[src/rtl/seq_divider.sv]
// rtl/seq_divider.sv - sequential restoring divider, one quotient bit per clock
//
// Purpose: divides a DW-bit (DW = 2N+1) unsigned dividend by an N-bit unsigned
// divisor using the restoring algorithm. It sits beside the shift-add
// multiplier so that a product can be divided back by one of its factors.
//
// Ports:
//   i_clk        rising-edge clock
//   i_reset      synchronous active-high reset
//   i_start      request, sampled only while idle
//   i_dividend   DW-bit numerator, latched on accept
//   i_divisor    N-bit denominator, latched on accept
//   o_quotient   DW-bit quotient, held from one completion to the next
//   o_remainder  N-bit remainder, held from one completion to the next
//   o_busy       high from the accept edge until the edge that leaves DONE
//   o_done       one-cycle completion pulse
//   o_dz         divide-by-zero flag for the last operation
module seq_divider #(
    parameter int N  = 4,
    parameter int DW = 2 * N + 1
) (
    input  logic          i_clk,
    input  logic          i_reset,
    input  logic          i_start,
    input  logic [DW-1:0] i_dividend,
    input  logic [N-1:0]  i_divisor,
    output logic [DW-1:0] o_quotient,
    output logic [N-1:0]  o_remainder,
    output logic          o_busy,
    output logic          o_done,
    output logic          o_dz
);

    localparam int CW = $clog2(DW + 1);

    typedef enum logic [1:0] {
        S_IDLE = 2'd0,
        S_CALC = 2'd1,
        S_DONE = 2'd2
    } state_t;

    state_t        r_state;
    logic [DW-1:0] r_q;
    logic [N-1:0]  r_d;
    logic [N:0]    r_r;
    logic [CW-1:0] r_cnt;
    logic          r_dz;

    logic [N:0]    w_r_shift;
    logic          w_ge;
    logic [N:0]    w_r_next;
    logic [DW-1:0] w_q_next;
    logic          w_unused;

    // One restoring step: shift the next dividend bit into the partial
    // remainder, subtract the divisor when it fits and record the quotient bit.
    // The remainder is always below the divisor before the shift, so its top
    // bit is never needed as a source for the next shift.
    assign w_r_shift = {r_r[N-1:0], r_q[DW-1]};
    assign w_ge      = (w_r_shift >= {1'b0, r_d});
    assign w_r_next  = w_ge ? (w_r_shift - {1'b0, r_d}) : w_r_shift;
    assign w_q_next  = {r_q[DW-2:0], w_ge};
    assign w_unused  = r_r[N];

    always_ff @(posedge i_clk) begin
        if (i_reset) begin
            r_state     <= S_IDLE;
            r_q         <= '0;
            r_d         <= '0;
            r_r         <= '0;
            r_cnt       <= '0;
            r_dz        <= 1'b0;
            o_quotient  <= '0;
            o_remainder <= '0;
            o_busy      <= 1'b0;
            o_done      <= 1'b0;
            o_dz        <= 1'b0;
        end else begin
            case (r_state)
                S_IDLE: begin
                    if (i_start) begin
                        r_q     <= i_dividend;
                        r_d     <= i_divisor;
                        r_r     <= '0;
                        r_cnt   <= CW'(DW);
                        r_dz    <= (i_divisor == '0);
                        o_busy  <= 1'b1;
                        r_state <= S_CALC;
                    end
                end
                S_CALC: begin
                    if (r_dz) begin
                        // A zero divisor spends a single cycle here so that
                        // its done pulse lands one cycle after accept through
                        // the same registered completion path.
                        o_quotient  <= '1;
                        o_remainder <= r_q[N-1:0];
                        o_dz        <= 1'b1;
                        o_done      <= 1'b1;
                        r_state     <= S_DONE;
                    end else begin
                        r_q   <= w_q_next;
                        r_r   <= w_r_next;
                        r_cnt <= r_cnt - CW'(1);
                        if (r_cnt == CW'(1)) begin
                            o_quotient  <= w_q_next;
                            o_remainder <= w_r_next[N-1:0];
                            o_dz        <= 1'b0;
                            o_done      <= 1'b1;
                            r_state     <= S_DONE;
                        end
                    end
                end
                S_DONE: begin
                    o_done  <= 1'b0;
                    o_busy  <= 1'b0;
                    r_state <= S_IDLE;
                end
                default: begin
                    r_state <= S_IDLE;
                end
            endcase
        end
    end

endmodule
[config.mk]
export PLATFORM = sky130hd
export DESIGN_NAME = seq_divider
export DESIGN_NICKNAME = d
export VERILOG_FILES = /design/src/rtl/seq_divider.sv
export SDC_FILE = /design/constraint.sdc
export NUM_CORES = 1
export LEC_CHECK = 0
export ABC_AREA = 1
export CAP_MARGIN = 5
export CORE_MARGIN = 1
export CORE_UTILIZATION = 50
export DETAILED_ROUTE_END_ITERATION = 16
export PLACE_DENSITY = 0.76
export SYNTH_ARGS = -nofsm -noshare
export SYNTH_HDL_FRONTEND = slang
export SYNTH_SLANG_ARGS = --single-unit
[constraint.sdc]
create_clock -name i_clk -period 2.6 [get_ports i_clk]
set_input_delay 0.52 -clock i_clk [delete_from_list [all_inputs] [get_ports i_clk]]
set_output_delay 0.52 -clock i_clk [all_outputs]
set_load 0.1 [all_outputs]
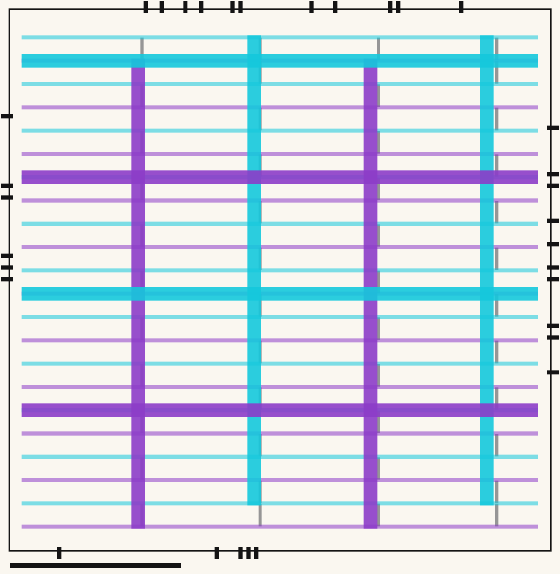
(run_1/pdn.png)
The bar under the picture is 20 um long. Pins as bars on the die edge. Tap cells in gray.
- VSS: purple
- VDD: cyan
- met4 straps: 4
- tap cells: 46

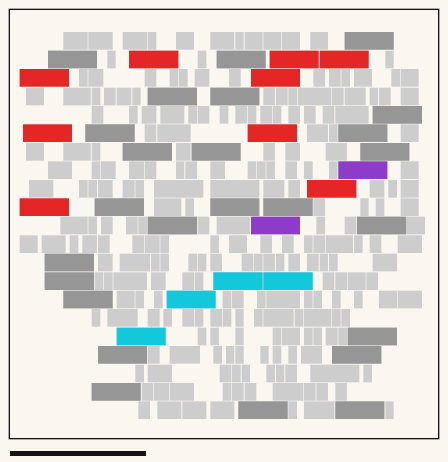
(run_1/registers.png)
The bar under the picture is 20 um long. Other sequential cells in the stronger gray, the rest of the logic in the fainter gray.
- r_state: purple (sequential cells 2)
- r_r: cyan (sequential cells 4)
- o_quotient: red (sequential cells 9)

==> Slide: Implementation Results, run 1 <==
Flow Results at a Glance

Setup path
  • Crit path to: o_remainder[2]
  • Startpoint types: register
  • WP data required: 2.83 ns
  • Max FO, Critical Path: 6
  • Reg-to-reg startpoint: r_d[2]
  • CP Buf/Inv Count: 2
  • R2R Path End: o_remainder[2]
  • Crit. Startpoint: r_d[2]
  • Critical path depth: 11
  • CP delay by family, top: simple AND/OR/NAND/NOR gates
  • CP Cell Sequence: inv_1 -> ha_1 -> a21oi_1 -> nand2_1 -> nand2_1 -> nand2_1 -> inv_1 -> nand2_1 -> nand2_1 -> nand2_1 -> a21oi_2
  • Crit-path slowest cell: ha_1
  • CP Class: register to register
  • R2r setup slk: 0.73 ns

Routing
  • DR vias/cell: ~5.2
  • DR pass1 iterations: 4
  • WL met2: 1763 um
  • Highest routed layer: met4
  • Vias: ~1,600
  • Total Routed Length: 4019 um
  • WL met1: 1988 um
  • Drt drc: 0

Final layout
  • Non-filler cells, final: 316
  • Top cells excl fill/tap: 53 x nand2_1, 40 x dfxtp_1, 32 x inv_1, 23 x o21ai_0, 21 x a21oi_1
  • Final instance area: 2245 sq um
  • Finished Core Util: 0.6521
  • Area delta synth->final: 20.48%
  • Diode count: 0
  • Top flop regs: o_quotient: 9 flops, r_q: 9 flops

Status
  • Status: complete, no violations

Power
  • Leak: approximately 0.96 nW
  • Combinational cell fraction of total power: 0.310
  • Worst vdd ir: 480.0 uV
  • Overall power: 1.675 mW

Floorplan
  • FP Util: 0.5413
  • Chip width: 63.04 um
  • Die ar.: approximately 4000 sq um
  • Die Y: 63.04 um
  • Core area: 3442 sq um
  • Site row count: 21

Synthesis
  • Top cells by area: dfxtp_1 43%, nand2_1 11%, inv_1 6.4%
  • Synth top cells by count: 53 x nand2_1, 40 x dfxtp_1, 32 x inv_1
  • Main synth FF type: dfxtp_1
  • Yosys cell types: 30
  • Avg Cell Area, Syn: 7.828 sq um
  • Synth Seq Share: 0.4298
  • Mux cell area share: 0
  • Mapped Area: 1863 sq um
  • Ao+oa area frac: 0.2048
  • Post-synth EDFFs: 0
  • Gate Count Post-Synth: 238
  • Top logic family: AND-OR/OR-AND gates
  • Biggest area consumer among synthesized cells: dfxtp_1
  • Yosys Warn Count: 0
  • Syn Nets: about 260

Global route
  • Aggregate global routing overflow: 0
  • Largest net degree at the start of global routing: 27
  • Vias in the first global route: 1,508
  • Grt peak-use layer: met2

Timing
  • Unrepaired setup endpoints after global routing: false
  • Fin crit share: 0.7190
  • Setup violators final: 0
  • Final setup margin: 0.7307 ns
  • TNS Setup: 0 ns
  • WHS: around 0.44 ns

Clock network
  • Htree depth: 2
  • Clock Path Buffers: 2
  • Clk_lat worst skew: 0.30 ns
  • Clock net sink count: about 40
  • CTS tree: done
  • Root Driver: clkbuf_8
  • Post-cts gate resize count: 0

Placement
  • Final GP Congestion: slightly above 0.8
  • Post-DP HPWL: 2854 um
  • Worst slack at placement: 0.6100 ns

Run
  • Tool warning count: 27
  • # Max-Cap Violations: 0

Hold path
  • Min-Delay Path Class: register to register
  • Min-Delay Endpoint: r_cnt[2]
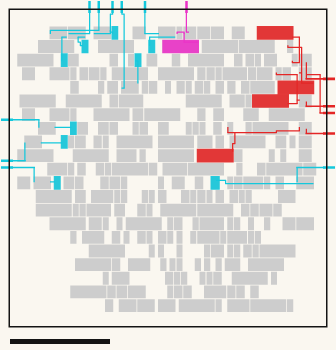
(run_1/port_nets.png)
The bar under the picture is 20 um long.
- i_dividend: cyan (direction input; end cells 9; wire 134 um)
- o_dz: magenta (direction output; end cells 1; wire 11.1 um)
- o_remainder: red (direction output; end cells 4; wire 81.0 um)

run 1: power by group through the flow:
| stage | combinational [mW] | sequential (mW) | clock (mW) |
|---|---|---|---|
| 2_1_floorplan | 0.310 | 0.825 | 0 |
| 3_3_place_gp | 0.509 | 0.729 | 0 |
| 4_1_cts | 0.520 | 0.716 | 0.447 |
| 3_5_place_dp | 0.516 | 0.730 | 0 |
| 5_1_grt | 0.577 | 0.725 | 0.478 |
| 6_report | 0.520 | 0.717 | 0.438 |
run 1: cell type report:
cell class	count	area (sq um)
Clock inverter	2	15.01
Clock buffer	6	82.58
Tap cell	46	57.56
Sequential cell	40	800.8
Inverter	36	142.6
Multi-Input combinational cell	153	860.8
Timing Repair Buffer	33	285.3
Fill cell	332	1197
==> run_1/density.png <==
The bar under the picture is 20 um long. The die is cut into 6 by 6 equal tiles; white is low, dark blue is high, 0 to 100% covered.
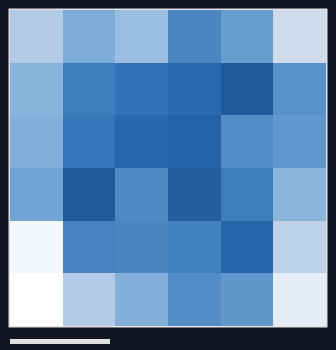

## Run 2: what changed since run 1
CORE_UTILIZATION = 47   (was 50)
PLACE_DENSITY = 0.75   (was 0.76)
clock period = 1.6 ns   (was 2.6 ns; I/O delays follow)
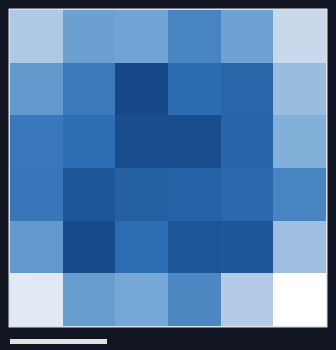
(run_2/density.png)
The bar under the picture is 20 um long. The die is cut into 6 by 6 equal tiles; white is low, dark blue is high, 0 to 100% covered.
- tiles over 75% full: 42%
- densest ninth of the die: center
- nearly empty tiles: 2.8%
- fullest tile: 91%
- emptiest ninth of the die: lower right
- mean over tiles: 63%

==> run 2 against run 1 <==
Routed wire length rose by 14%. Register-to-register slack worse by 0.71 ns. Hold slack improved by 0.0092 ns. Maximum frequency up 19%. Critical endpoint is now o_remainder[0]. Cell count up 6.0%. Worst setup slack got worse by 0.71 ns. Flip-flop count unchanged. Final area increased by 20%. Clock power grew 92%. Die size rose by 6.2%.
==> Slide: Implementation Results, run 2 <==
Flow Results at a Glance

Status
  • Status: complete, no violations

Timing
  • Fin crit share: 0.9851 (+0.2661)

Synthesis
  • Avg Cell Area, Syn: 7.828 sq um (unchanged)
  • Yosys Warn Count: 0 (unchanged)
  • Synth Seq Share: 0.4298 (unchanged)
  • Mapped Area: 1863 sq um (unchanged)
  • Post-synth EDFFs: 0 (unchanged)
  • Main synth FF type: dfxtp_1
  • Yosys cell types: 30 (unchanged)

Floorplan
  • Die ar.: 4220 sq um (+6.2%)
  • FP Util: 0.4977 (-0.04360)
  • Site row count: 22 (+4.8%)

Run
  • # Max-Cap Violations: 0 (unchanged)

Clock network
  • Clk_lat worst skew: 0.30 ns (about the same)
  • CTS tree: done
  • Post-cts gate resize count: 4 (+4)
  • Htree depth: 2 (unchanged)
  • Clock net sink count: 40 (unchanged)
  • Root Driver: clkbuf_8

Power
  • Clock group: 841 uW (+92%)
  • Combinational cell fraction of total power: 0.369 (+0.059)
  • Seq group: 1.18 mW (+65%)
  • Overall power: 3.198 mW (+91%)
  • Comb pwr: 1.18 mW (+130%)
  • Leak: 1.126 nW (+17%)

Setup path
  • CP Cell Sequence: inv_2 -> ha_4 -> inv_1 -> nand2_1 -> nand2_1 -> nand2_1 -> nand2_2 -> nand2_4 -> buf_4 -> nand2_2 -> nand3_2 -> a21oi_2
  • CP delay by family, top: simple AND/OR/NAND/NOR gates
  • Startpoint types: register
  • Max FO, Critical Path: 6 (unchanged)
  • Crit path to: o_remainder[0]
  • Crit. Startpoint: r_q[8]
  • R2R Path End: o_remainder[0]
  • Critical path depth: 12 (+1)

Routing
  • DR pass1 iterations: 4 (unchanged)
  • DR vias/cell: 5.263 (+1.0%)
  • Total Routed Length: 4592 um (+14%)
  • Vias: 1,763 (+7.1%)

Final layout
  • Finished Core Util: 0.7206 (+0.06846)
  • Fillers: 278 (-16%)

Hold path
  • Min-Delay Endpoint: r_cnt[2]

Global route
  • Vias in the first global route: 1,659 (+10%)
[run 2: netlist changes by cell type in the layout (fill, tap and decap cells not counted), moves of 2 or more]
cell,delta
ha_4,+2
nand3_1,-3
nand3_2,+3
inv_1,-2
nand2_2,+3
inv_2,+2
buf_12,+19
buf_4,-2
ha_1,-2
a21oi_1,-2
nand2_1,-4
[run 2: cell type report]
cell class	instances	share of cell area
Sequential cell	40	0.2973
Timing Repair Buffer	50	0.2412
Inverter	36	0.05288
Tap cell	48	0.02226
Clock inverter	3	0.01577
Clock buffer	5	0.02551
Multi-Input combinational cell	153	0.3451
[run 2: layer usage]
layer	GRT usage	vias to the layer above	share of wire
met5	0	-	0
met4	0.06389	0	0.016
met3	0.06338	10	0.048
met2	0.3906	50	0.49
met1	0.3058	819	0.45
li1	-	884	-
Power is estimated from default activity; no workload was simulated.
